File: config.mk
export PLATFORM = sky130hd
export DESIGN_NAME = decoder_seq
export DESIGN_NICKNAME = d
export VERILOG_FILES = /design/src/rtl/decoder_seq_pkg.sv /design/src/rtl/decoder_seq_dwell.sv /design/src/rtl/decoder_seq.sv
export SDC_FILE = /design/constraint.sdc
export NUM_CORES = 1
export LEC_CHECK = 0
export ABC_AREA = 1
export CORE_MARGIN = 8
export CORE_UTILIZATION = 50
export CTS_CLUSTER_SIZE = 8
export DETAILED_ROUTE_END_ITERATION = 8
export GPL_TIMING_DRIVEN = 1
export PLACE_DENSITY = 0.81
export SKIP_LAST_GASP = 1
export SLEW_MARGIN = 40
export SYNTH_ARGS = -nofsm -noshare
export SYNTH_HDL_FRONTEND = slang
export SYNTH_SLANG_ARGS = --single-unit
File: constraint.sdc
create_clock -name clk -period 2 [get_ports clk]
set_clock_uncertainty 0.1 [all_clocks]
set_input_delay 0.4 -clock clk [delete_from_list [all_inputs] [get_ports clk]]
set_output_delay 0.4 -clock clk [all_outputs]
set_load 0.005 [all_outputs]
File: src/rtl/decoder_seq_pkg.sv
// Shared types and the one-hot helper for the decoder_seq block.
package decoder_seq_pkg;

  typedef enum logic {
    ST_IDLE  = 1'b0,
    ST_SWEEP = 1'b1
  } state_e;

  // Widest decode the helper supports (SEL_W up to 8).
  localparam int ONEHOT_MAX = 256;

  // One-hot of idx, or all-zero when idx is not below num_out.
  function automatic logic [ONEHOT_MAX-1:0] onehot(input int idx, input int num_out);
    logic [ONEHOT_MAX-1:0] r;
    r = '0;
    for (int i = 0; i < ONEHOT_MAX; i++) r[i] = (i == idx) && (i < num_out);
    return r;
  endfunction

endpackage

File: src/rtl/decoder_seq_dwell.sv
// Dwell timer for sweep mode: latches the dwell length and counts up to it.
module decoder_seq_dwell #(
  parameter int DWELL_W = 8
) (
  input  logic               clk,
  input  logic               rst_n,
  input  logic               load,
  input  logic               restart,
  input  logic               advance,
  input  logic [DWELL_W-1:0] dwell,
  output logic               term
);

  logic [DWELL_W-1:0] dwell_r;
  logic [DWELL_W-1:0] cnt;

  always_ff @(posedge clk or negedge rst_n) begin
    if (!rst_n) begin
      dwell_r <= '0;
      cnt     <= '0;
    end else if (load) begin
      dwell_r <= dwell;
      cnt     <= '0;
    end else if (restart) begin
      cnt <= '0;
    end else if (advance) begin
      cnt <= cnt + 1'b1;
    end
  end

  assign term = (cnt == dwell_r);

endmodule

File: src/rtl/decoder_seq.sv
// Registered SEL_W:NUM_OUT one-hot decoder with direct and sweep modes.
// Optional sticky range-error flag: define DECODER_SEQ_RANGE_ERR_EN.
module decoder_seq
  import decoder_seq_pkg::*;
#(
  parameter int SEL_W   = 3,
  parameter int NUM_OUT = 8,
  parameter int DWELL_W = 8
) (
  input  logic               clk,
  input  logic               rst_n,
  input  logic               en,
  input  logic               mode,
  input  logic               in_valid,
  output logic               in_ready,
  input  logic [SEL_W-1:0]   sel,
  input  logic [DWELL_W-1:0] dwell,
  output logic [NUM_OUT-1:0] y,
  output logic               y_valid,
  output logic               err
);

  localparam logic [SEL_W-1:0] LAST = SEL_W'(NUM_OUT - 1);

  state_e             state, state_n;
  logic [SEL_W-1:0]   idx, idx_n;
  logic [NUM_OUT-1:0] y_n;
  logic               yv_n;
  logic               load, restart, advance, term;
  logic               in_range;

  assign in_ready = (state == ST_IDLE) && en;
  assign in_range = int'(sel) < NUM_OUT;

  decoder_seq_dwell #(.DWELL_W(DWELL_W)) u_dwell (
    .clk     (clk),
    .rst_n   (rst_n),
    .load    (load),
    .restart (restart),
    .advance (advance),
    .dwell   (dwell),
    .term    (term)
  );

  // en low leaves every default in place: registers hold and y_valid drops.
  always_comb begin
    state_n = state;
    idx_n   = idx;
    y_n     = y;
    yv_n    = 1'b0;
    load    = 1'b0;
    restart = 1'b0;
    advance = 1'b0;
    if (en) begin
      case (state)
        ST_IDLE: begin
          if (in_valid) begin
            yv_n = 1'b1;
            if (!mode) begin
              y_n = NUM_OUT'(onehot(int'(sel), NUM_OUT));
            end else begin
              idx_n   = in_range ? sel : '0;
              y_n     = NUM_OUT'(onehot(int'(idx_n), NUM_OUT));
              load    = 1'b1;
              state_n = ST_SWEEP;
            end
          end
        end
        ST_SWEEP: begin
          if (term) begin
            restart = 1'b1;
            if (mode) begin
              idx_n = (idx == LAST) ? '0 : idx + 1'b1;
              y_n   = NUM_OUT'(onehot(int'(idx_n), NUM_OUT));
              yv_n  = 1'b1;
            end else begin
              y_n     = '0;
              state_n = ST_IDLE;
            end
          end else begin
            advance = 1'b1;
          end
        end
        default: state_n = ST_IDLE;
      endcase
    end
  end

  always_ff @(posedge clk or negedge rst_n) begin
    if (!rst_n) begin
      state   <= ST_IDLE;
      idx     <= '0;
      y       <= '0;
      y_valid <= 1'b0;
    end else begin
      state   <= state_n;
      idx     <= idx_n;
      y       <= y_n;
      y_valid <= yv_n;
    end
  end

`ifdef DECODER_SEQ_RANGE_ERR_EN
  logic err_r;

  always_ff @(posedge clk or negedge rst_n) begin
    if (!rst_n)                             err_r <= 1'b0;
    else if (in_valid && in_ready && !in_range) err_r <= 1'b1;
  end

  assign err = err_r;
`else
  assign err = 1'b0;
`endif

endmodule

==> impl_metrics.py <==
# Physical implementation metrics
metrics = {
    "run_status": {
        "status": "complete, no violations",
    },
    "critical_path": {
        "cp.depth": 6,
        "critPathBufInv": 0,
        "cp_data_arrival_time_ns": 1.93,
        "reg2reg_slack_ns": 0.24,
        "endpoint": "y[3]",
        "cp.required_ns": 2.17,
        "cp-start-kind": "register",
        "rr_worst_depth": 6,
        "critPathKind": "reg -> reg",
        "crit_path_max_incr_delay_ns": 0.45,
        "path_delay_family": "adder cells",
        "worstReg2RegEnd": "y[3]",
        "crit_path_start": "idx[0]",
        "path_max_fanout": 5,
        "slowest_stage": "dfrtp_1",
        "r2r-start": "idx[0]",
        "endpoint_kind": "register",
        "crit_chain": "ha_1 > ha_1 > or2_2 > o22ai_1 > nand2_1 > nand2_1",
    },
    "final_layout": {
        "lay_top_count": "nand2_1",
        "area.combinational_um2": 803.3,
        "reg_top3": "u_dwell.cnt x8, u_dwell.dwell_r x8, y x8",
        "area_dominant_class": "logic gates",
        "area_growth_pct": 23.15,
        "buffers": 32,
        "clock_area_share_pct": 3.440,
        "lay_top_cells": "nand2_1 (60), dfrtp_1 (29), clkdlybuf4s50_1 (24)",
        "comb_cells": 142,
        "n_clock_buffer": 7,
        "final_nets": 254,
        "final-nonclk-buf-share_pct": 14.80,
        "num-nonclk-inverters": 21,
        "final_layout_size_suffix_gt1_share_pct": 17.24,
        "diodes": 0,
        "sh_comb_area_pct": 39.43,
    },
    "drt": {
        "met3WireLength_um": 230,
        "dr.pass1.iters": 4,
        "drc_errors": 0,
        "top_layer_used": "met4",
        "avgViaCountPerCell": 5.036,
        "wl_met1_mm": 1.445,
        "antenna_left": 0,
        "wl_met2_mm": 1.725,
        "drt_iter0_markers": 57,
    },
    "sta": {
        "setup-violations-final": 0,
        "min_period_over_period_pct": 87.97,
        "slew_viol_final": 0,
        "setup-tns-final_ns": 0,
        "clock.fmax_mhz": 568.4,
        "hold_viol": 0,
        "holdWs_ns": 0.3412,
        "rsz0062_at_grt": "no",
        "period_needed_ns": 1.759,
    },
    "global_routing": {
        "grt_max_degree": 30,
        "antenna_found_initial": 0,
        "grt_use_met1_pct": 15.12,
        "grt.busiest_layer": "met2",
        "grt_pass1_wl_mm": 6.030,
        "use_met2_pct": 24.02,
        "overflow": 0,
        "grt_pass1_vias": 1443,
        "grtUsageMet3_pct": 6.139,
    },
    "cts": {
        "ctsRootBufferMaster": "clkbuf_4",
        "clockBufferDepth": 2,
        "clock_sinks": 29,
        "cts_setup_buffers": 0,
        "insertion_delay_ns": 0.33,
        "cts_hold_buf": 0,
        "cts_tree": "yes",
        "h-tree-depth": 2,
        "clk_pin_slew_ns": 0.10,
        "ctsResizeCount": 1,
        "cts_made_buffers": 5,
    },
    "placement": {
        "gp_congestion": 0.8412,
        "place_hpwl_mm": 2.607,
    },
    "yosys": {
        "ys_ff": 29,
        "synth_seq_share_pct": 43.87,
        "xor_area_share_pct": 4.766,
        "yosysTopAreaCell": "dfrtp_1",
        "fa_ha_area_share_pct": 5.295,
        "netlist_area_um2": 1654,
        "synth.logic.top_family": "simple AND/OR/NAND/NOR gates",
        "ys_cells": 198,
        "syn_inst": 198,
        "aoi_share_pct": 7.337,
        "fp_nets": 221,
        "flop_cell": "dfrtp_1",
        "edf_count": 0,
        "postSynthAreaPerCell_um2": 8.354,
        "common_cells": "nand2_1 (60), dfrtp_1 (29), inv_1 (15)",
        "async_flop_share_pct": 100.0,
        "yosysTopAreaCellShare_pct": 43.87,
        "synth_top_cell_by_count": "nand2_1",
        "yosys_area_um2": 1654,
        "ys_sh_simple_pct": 27.08,
        "yosys_warnings": 0,
        "top_cells_by_area": "dfrtp_1 (44%), nand2_1 (14%), ha_1 (5.3%), nand3_1 (4.2%), o22ai_1 (4.2%)",
        "yosys.cell_types.count": 27,
        "ys_sh_mux_pct": 3.858,
    },
    "power_and_ir_drop": {
        "ir_worst_vdd_mv": 0.5113,
        "p_total_w": 0.002190,
        "clock_power_share_pct": 19.1,
        "internal_power_w": 0.001391,
        "sw_frac_of_total_pct": 36.48,
        "p_clk_w": 0.000417,
        "comb_cell_power_w": 0.000815,
        "p_seq_share_pct": 43.7,
        "power_switching_w": 0.0007988,
        "p_leak_nw": 1.031,
        "p_comb_share_pct": 37.2,
        "maxPowerGroup": "registers",
        "power_density_nw_per_um2": 1075,
    },
    "job": {
        "drv_cap": 0,
        "warnings": 30,
    },
    "floorplanning": {
        "fp-row-count": 21,
        "die_w_um": 73.52,
        "dieArea_um2": 5404,
        "tapCellCount": 46,
        "fp_util_pct": 50.77,
        "dieHeight_um": 73.52,
    },
    "hold_path": {
        "hold_class": "in -> async",
    },
}
[worst reg2reg max path: cells and delay by family (launching register included)]
| family | cells | cell delay (ns) |
|---|---|---|
| AND/OR/NAND/NOR | 3 | 0.48 |
| flip-flops | 1 | 0.45 |
| adder cells (fa/ha/maj) | 2 | 0.52 |
| AND-OR/OR-AND | 1 | 0.15 |
[metrics by stage]
| stage | setup WS, ns | std cells | area (µm²) |
|---|---|---|---|
| 4_1_cts | 0.2344 | 278 | 2037 |
| 2_1_floorplan | 0.4330 | 198 | 1654 |
| 6_report | 0.2405 | 278 | 2037 |
| 3_3_place_gp | -0.02756 | 270 | 1968 |
| 3_5_place_dp | -0.03251 | 270 | 1968 |
| 5_1_grt | 0.1700 | 278 | 2037 |
### Where the registers sit

Scale: 8 px per µm. Other sequential cells in the stronger grey, the rest of the logic in the fainter grey.
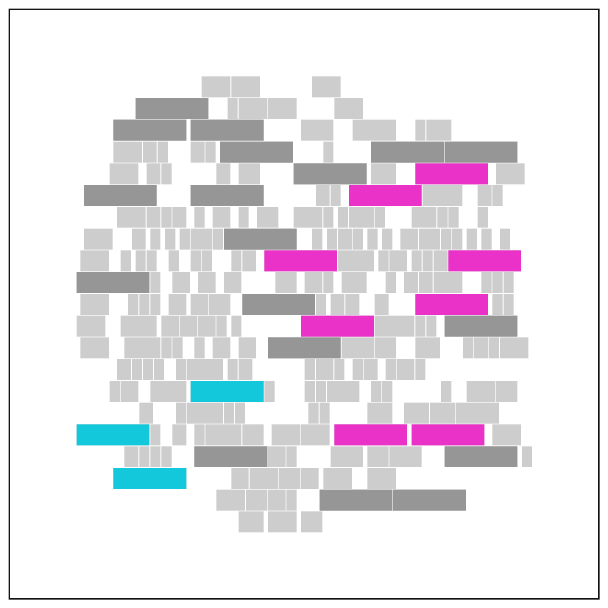
| signal | colour | placed flops |
|---|---|---|
| `idx` | cyan | 3 |
| `u_dwell.cnt` | magenta | 8 |
sequential portion of the cell area: 35.63%
FF+latch area: 725.7 µm²
Finished Core Util: 62.52%
sequential power: 0.000957 W

### Signal wires by layer

Scale: 4 px per µm. Two of the layers only.
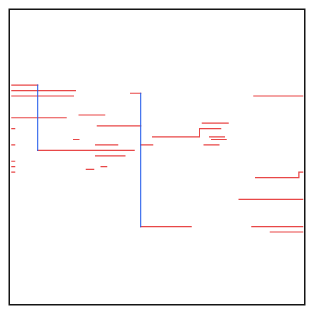
| layer | colour | wire length |
|---|---|---|
| met4 | blue | 49.6 µm |
| met3 | red | 230 µm |
WL per Instance: 12.41 µm
overall routing resource usage: 14.34%
vias: 1,400
Detailed Route WL: 3.450 mm

### Placement view

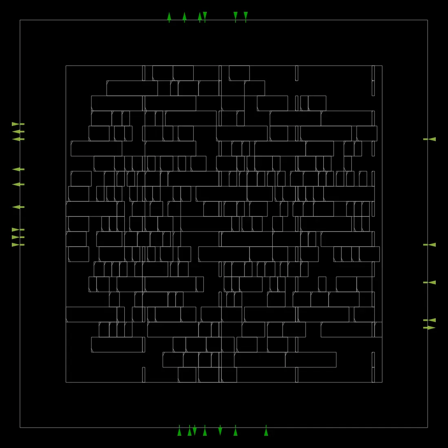
Seq cells: 29
number of fillers in the final layout: 297
core area: 3258 µm²

### Routed metal per tile

Scale: 4 px per µm. 15 x 15 tiles, from dark blue (low) to red (high), scaled to the fullest tile. Values are wire area over tile area, all layers added.
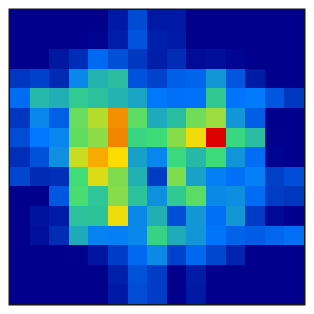
tiles over half the peak: 11%
mean over tiles: 0.10
nearly empty tiles: 31%
densest ninth of the die: middle
fullest tile: 0.51

### I/O nets highlighted

Scale: 6 px per µm.
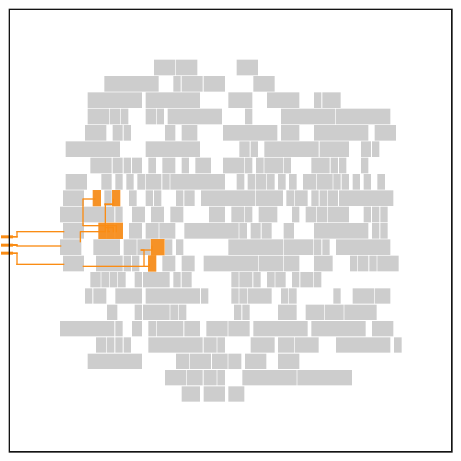
| port | colour | bits | direction | end cells | buffers | wire |
|---|---|---|---|---|---|---|
| `sel` | orange | 3 | input | 7 | 3 | 73.8 µm |
Ports: 27
PortBufs: 25

Power and IR drop assume default switching activity.
